## src/rtl/r_ptr_gen.sv

```systemverilog
// Read-side pointer, address and empty-flag generator for the 10-deep BIST FIFO.
// Johnson read pointer, 2-flop write-pointer synchronizer, underflow blocking and sticky error flags.
module r_ptr_gen #(
  parameter int SIZE  = 4,
  parameter int DEPTH = 10
) (
  input  logic            clk_i,
  input  logic            rst_ni,
  input  logic            inc_i,
  input  logic [SIZE:0]   w_ptr_i,
  input  logic            clr_err_i,
  output logic            r_en_o,
  output logic [SIZE-1:0] r_addr_o,
  output logic [SIZE:0]   r_ptr_o,
  output logic            r_empty_o,
  output logic            underflow_o,
  output logic            ptr_err_o
);

  logic [SIZE-1:0] r_addr_q, r_addr_d;
  logic [SIZE:0]   r_ptr_q, r_ptr_d;
  logic [SIZE:0]   ws1_q, ws2_q;
  logic            r_empty_q, r_empty_d;
  logic            underflow_q, underflow_d;
  logic            ptr_err_q, ptr_err_d;
  logic            acc;
  logic [SIZE-1:0] trans;
  logic            ws2_legal;

  // A Johnson code has at most one boundary between adjacent bits.
  assign trans     = ws2_q[SIZE:1] ^ ws2_q[SIZE-1:0];
  assign ws2_legal = (trans & (trans - SIZE'(1))) == '0;

  assign acc = inc_i & ~r_empty_q;

  // NOTE: every always_comb output gets a default first so no path can infer a latch.
  always_comb begin
    r_addr_d    = r_addr_q;
    r_ptr_d     = r_ptr_q;
    if (acc) begin
      r_addr_d = (r_addr_q == SIZE'(DEPTH - 1)) ? '0 : r_addr_q + SIZE'(1);
      r_ptr_d  = {r_ptr_q[SIZE-1:0], ~r_ptr_q[SIZE]};
    end
    // Compare the pointer we are about to hold, so the last read raises empty on its own edge.
    r_empty_d   = (r_ptr_d == ws2_q);
    underflow_d = clr_err_i ? 1'b0 : (underflow_q | (inc_i & r_empty_q));
    ptr_err_d   = clr_err_i ? 1'b0 : (ptr_err_q | ~ws2_legal);
  end

  // NOTE: sequential state uses non-blocking assignments so all flops update together at the edge.
  always_ff @(posedge clk_i or negedge rst_ni) begin
    if (!rst_ni) begin
      ws1_q       <= '0;
      ws2_q       <= '0;
      r_addr_q    <= '0;
      r_ptr_q     <= '0;
      r_empty_q   <= 1'b1;
      underflow_q <= 1'b0;
      ptr_err_q   <= 1'b0;
    end else begin
      ws1_q       <= w_ptr_i;
      ws2_q       <= ws1_q;
      r_addr_q    <= r_addr_d;
      r_ptr_q     <= r_ptr_d;
      r_empty_q   <= r_empty_d;
      underflow_q <= underflow_d;
      ptr_err_q   <= ptr_err_d;
    end
  end

  assign r_en_o      = acc;
  assign r_addr_o    = r_addr_q;
  assign r_ptr_o     = r_ptr_q;
  assign r_empty_o   = r_empty_q;
  assign underflow_o = underflow_q;
  assign ptr_err_o   = ptr_err_q;

endmodule
```

## config.mk

```make
export PLATFORM = sky130hd
export DESIGN_NAME = r_ptr_gen
export DESIGN_NICKNAME = d
export VERILOG_FILES = /design/src/rtl/r_ptr_gen.sv
export SDC_FILE = /design/constraint.sdc
export NUM_CORES = 1
export LEC_CHECK = 0
export CORE_ASPECT_RATIO = 0.6
export CORE_MARGIN = 5
export CORE_UTILIZATION = 30
export DETAILED_ROUTE_END_ITERATION = 10
export SYNTH_ARGS = -nofsm -noshare
export SYNTH_HDL_FRONTEND = slang
export SYNTH_SLANG_ARGS = --single-unit
export TNS_END_PERCENT = 30
```

## constraint.sdc

```tcl
create_clock -name clk_i -period 1.6 [get_ports clk_i]
set_input_delay 0.32 -clock clk_i [delete_from_list [all_inputs] [get_ports clk_i]]
set_output_delay 0.32 -clock clk_i [all_outputs]
set_load 0.05 [all_outputs]
```

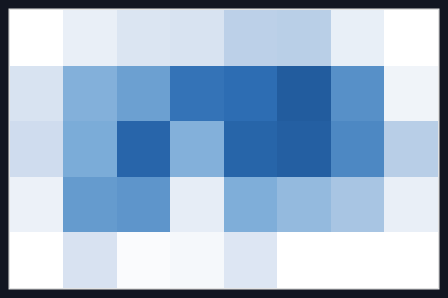
Fig. 1. Cell density map.
8 x 5 tiles, from white (low) to dark blue (high), 0 to 100% covered.
15% of the tiles are nearly empty. The densest ninth of the die: middle. The mean over all tiles is 32%. The fullest tile reaches 82%.
fp_density: 0.3115
core area: 0.002872 mm2
Util after Layout: 0.4906

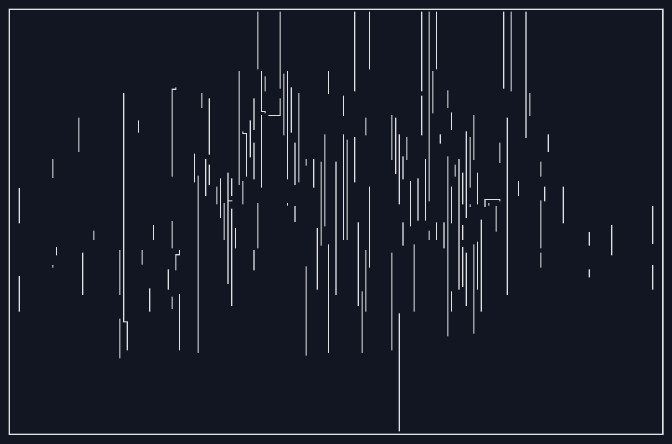
Fig. 2. Metal 2.
The longest straight run is 28.2 um. 99 nets have wire on it. The layer carries 827 um of wire.
global routing usage on met2: 0.1456
DR vias: 617
drt total wl: 1.770 mm

power by group:
| part | leakage (uW) | total, uW | switching, uW | internal [uW] |
|---|---|---|---|---|
| Combinational | 0.000331 | 1440 | 722 | 717 |
| Sequential | 0.000260 | 913 | 213 | 700 |
| Clock | 0.0000357 | 505 | 172 | 334 |
final cells by class:
type                       count  area [um2]  share of cell area
clock buffer                   3       41.29             0.02931
clock inverter                 1       30.03             0.02131
inverter                       1       3.754            0.002664
multi-input combinational     45       336.6              0.2389
sequential                    22       555.5              0.3943
tap                           42       52.55             0.03730
timing repair buffer          30       389.1              0.2762
worst max-delay path, stage by stage, from the launching register on:
cell	delay, ns
dfstp_4	0.49
or4b_4	0.48
o31ai_2	0.07
o211ai_1	0.16
nor4_2	0.27
==> results_slide.txt <==
Key Metrics from the Run

Drt
  • Met2 WL: 826 um
  • Vias per cell: 4.285
  • Final ANT Viol Nets: 0
  • Wire per inst: 12.29 um
  • First DRT Iteration DRCs: 17
  • Met3 wire length: 92 um
  • Top Layer Used: met4
  • Met1 wire length: 840 um
  • DRC viols: 0
  • TritonRoute pass-1 iters: 4

Finish
  • Nets: 112
  • Area Growth Syn to Fin: 57.48%
  • Top cell excl fill/tap: dfrtp_1
  • Final std cells w/o fill: 144
  • Fin area: 0.001409 mm2
  • Fillers: 260
  • Share of post-route cells with drive strength above 1: 0.3431
  • Top Layout Cells: dfrtp_1, buf_12, buf_4
  • ANT cells: 0

Yosys
  • Top-count cell post-synth: dfrtp_1
  • Synthesized instance count: 69
  • Registers, synthesis: 22
  • Top cells by count, synth: dfrtp_1, a21oi_1, nand2b_1, nor2b_1, xor2_1
  • Xor/xnor share: 0.04895
  • Area leader, netlist: dfrtp_1
  • Dominant combinational family: simple AND/OR/NAND/NOR gates
  • Basic Gates by Area: 0.1455
  • Synth area leaders: dfrtp_1, xor2_1, mux2_2
  • Yosys warning count: 0
  • Post-Syn Area: 894.6 um2
  • Avg Cell Area, Syn: 12.97 um2
  • Synth async-reset ratio: 1.000
  • Mux area share: 0.08392
  • Area reported by Yosys stat: 894.6 um2
  • Post-synth seq share: 0.6168
  • Post-synth top area share: 0.5874
  • Syn nets: 78
  • # Cells Yosys: 69
  • Top_reg_cell synth: dfrtp_1
  • Synth Area in Compound Gates: 0.08392
  • Synth unique cells: 25
  • Synth Area in Adders: 0
  • Number of synthesized flops with an enable pin: 0

Timing
  • Slew Limit Fails: 0
  • Worst slew pin tran: 0.2753 ns
  • Max_slew headroom: 0.8165
  • Unrepaired setup endpoints after global routing: true
  • Final WS setup: 0.03092 ns
  • Worst hold slack: 0.3516 ns
  • Fin crit period: 1.569 ns
  • Final Hold Vio Count: 0
  • Worst Skew: 0.003198 ns
  • Count of final setup violators: 0
  • Setup TNS: 0 ns
  • Fmax: 637.3 MHz
  • Tcrit/Tclk final: 0.9807

Placed design
  • Placed Instance Area: 0.001296 mm2
  • Placed Cells incl. Taps: 137
  • Post-DP HPWL: 1.364 mm
  • DP Worst Slack: -0.2730 ns
  • GP Congestion: 0.7371
  • Port Buffers: 21

CTS
  • CTS resizes: 1
  • Clock buffer depth: 2
  • H-tree levels: 1
  • CTS Buf Count: 3
  • Setup repair bufs after CTS: 2
  • CTS tree: built
  • CTS Sinks: 22
  • Clk ins delay skew pair: 0.26 ns
  • CTS clk-pin slew, worst paths: 0.08 ns
  • Root buffer cell: clkbuf_8
  • Post-CTS Hold Buffers: 0

Critical path
  • Worst Setup SP: r_empty_o$_DFF_PN1_
  • CP Capture Point: r_empty_o$_DFF_PN1_
  • Critical path peak fanout: 5
  • R2r endpoint: r_empty_o$_DFF_PN1_
  • Crit path kind: flop to flop
  • Worst R2R Path Depth: 4
  • Worst setup EP type: flop
  • Critical path data arrival time: 1.74 ns
  • Crit start category: flop
  • Crit path DRT: 1.77 ns
  • Setup slack, reg-to-reg: 0.03 ns
  • Reg2reg start: r_empty_o$_DFF_PN1_

Floorplan
  • Die H: 52.30 um
  • Width of the die: 80.50 um
  • Number of I/O pins: 22
  • Die area: 0.004210 mm2
  • Row cnt: 15

Global routing
  • Tot GR Track Use: 0.09492
  • Vias in the first global route: 611
  • Busiest grt layer: met2
  • Grt total ovfl: 0
  • Initial antenna violation count: 0
  • First-pass GRT wire length: 2.946 mm
  • GR Util met3: 0.04124
  • Pin count of the biggest net entering global routing: 23
  • GR Layer Usage met1: 0.1255

Run
  • MaxCap Viol Count: 0
  • Tool Warnings: 28

Power and ir drop
  • PwrDens: 2027 mW/mm2
  • Total Power: 2856 uW
  • Leak: 0.0006266 uW
  • Peak supply drop: 0.0008108 V

Min path
  • Hold Crit Endpoint: ws2_q[3]$_DFF_PN0_
  • Min-delay worst type: flop to flop
  • WHS Path Cells: 0
  • Hold path start: ws1_q[3]$_DFF_PN0_

Run status
  • Status: completed
Power figures rest on the tool's default switching activity, not on a simulated workload.
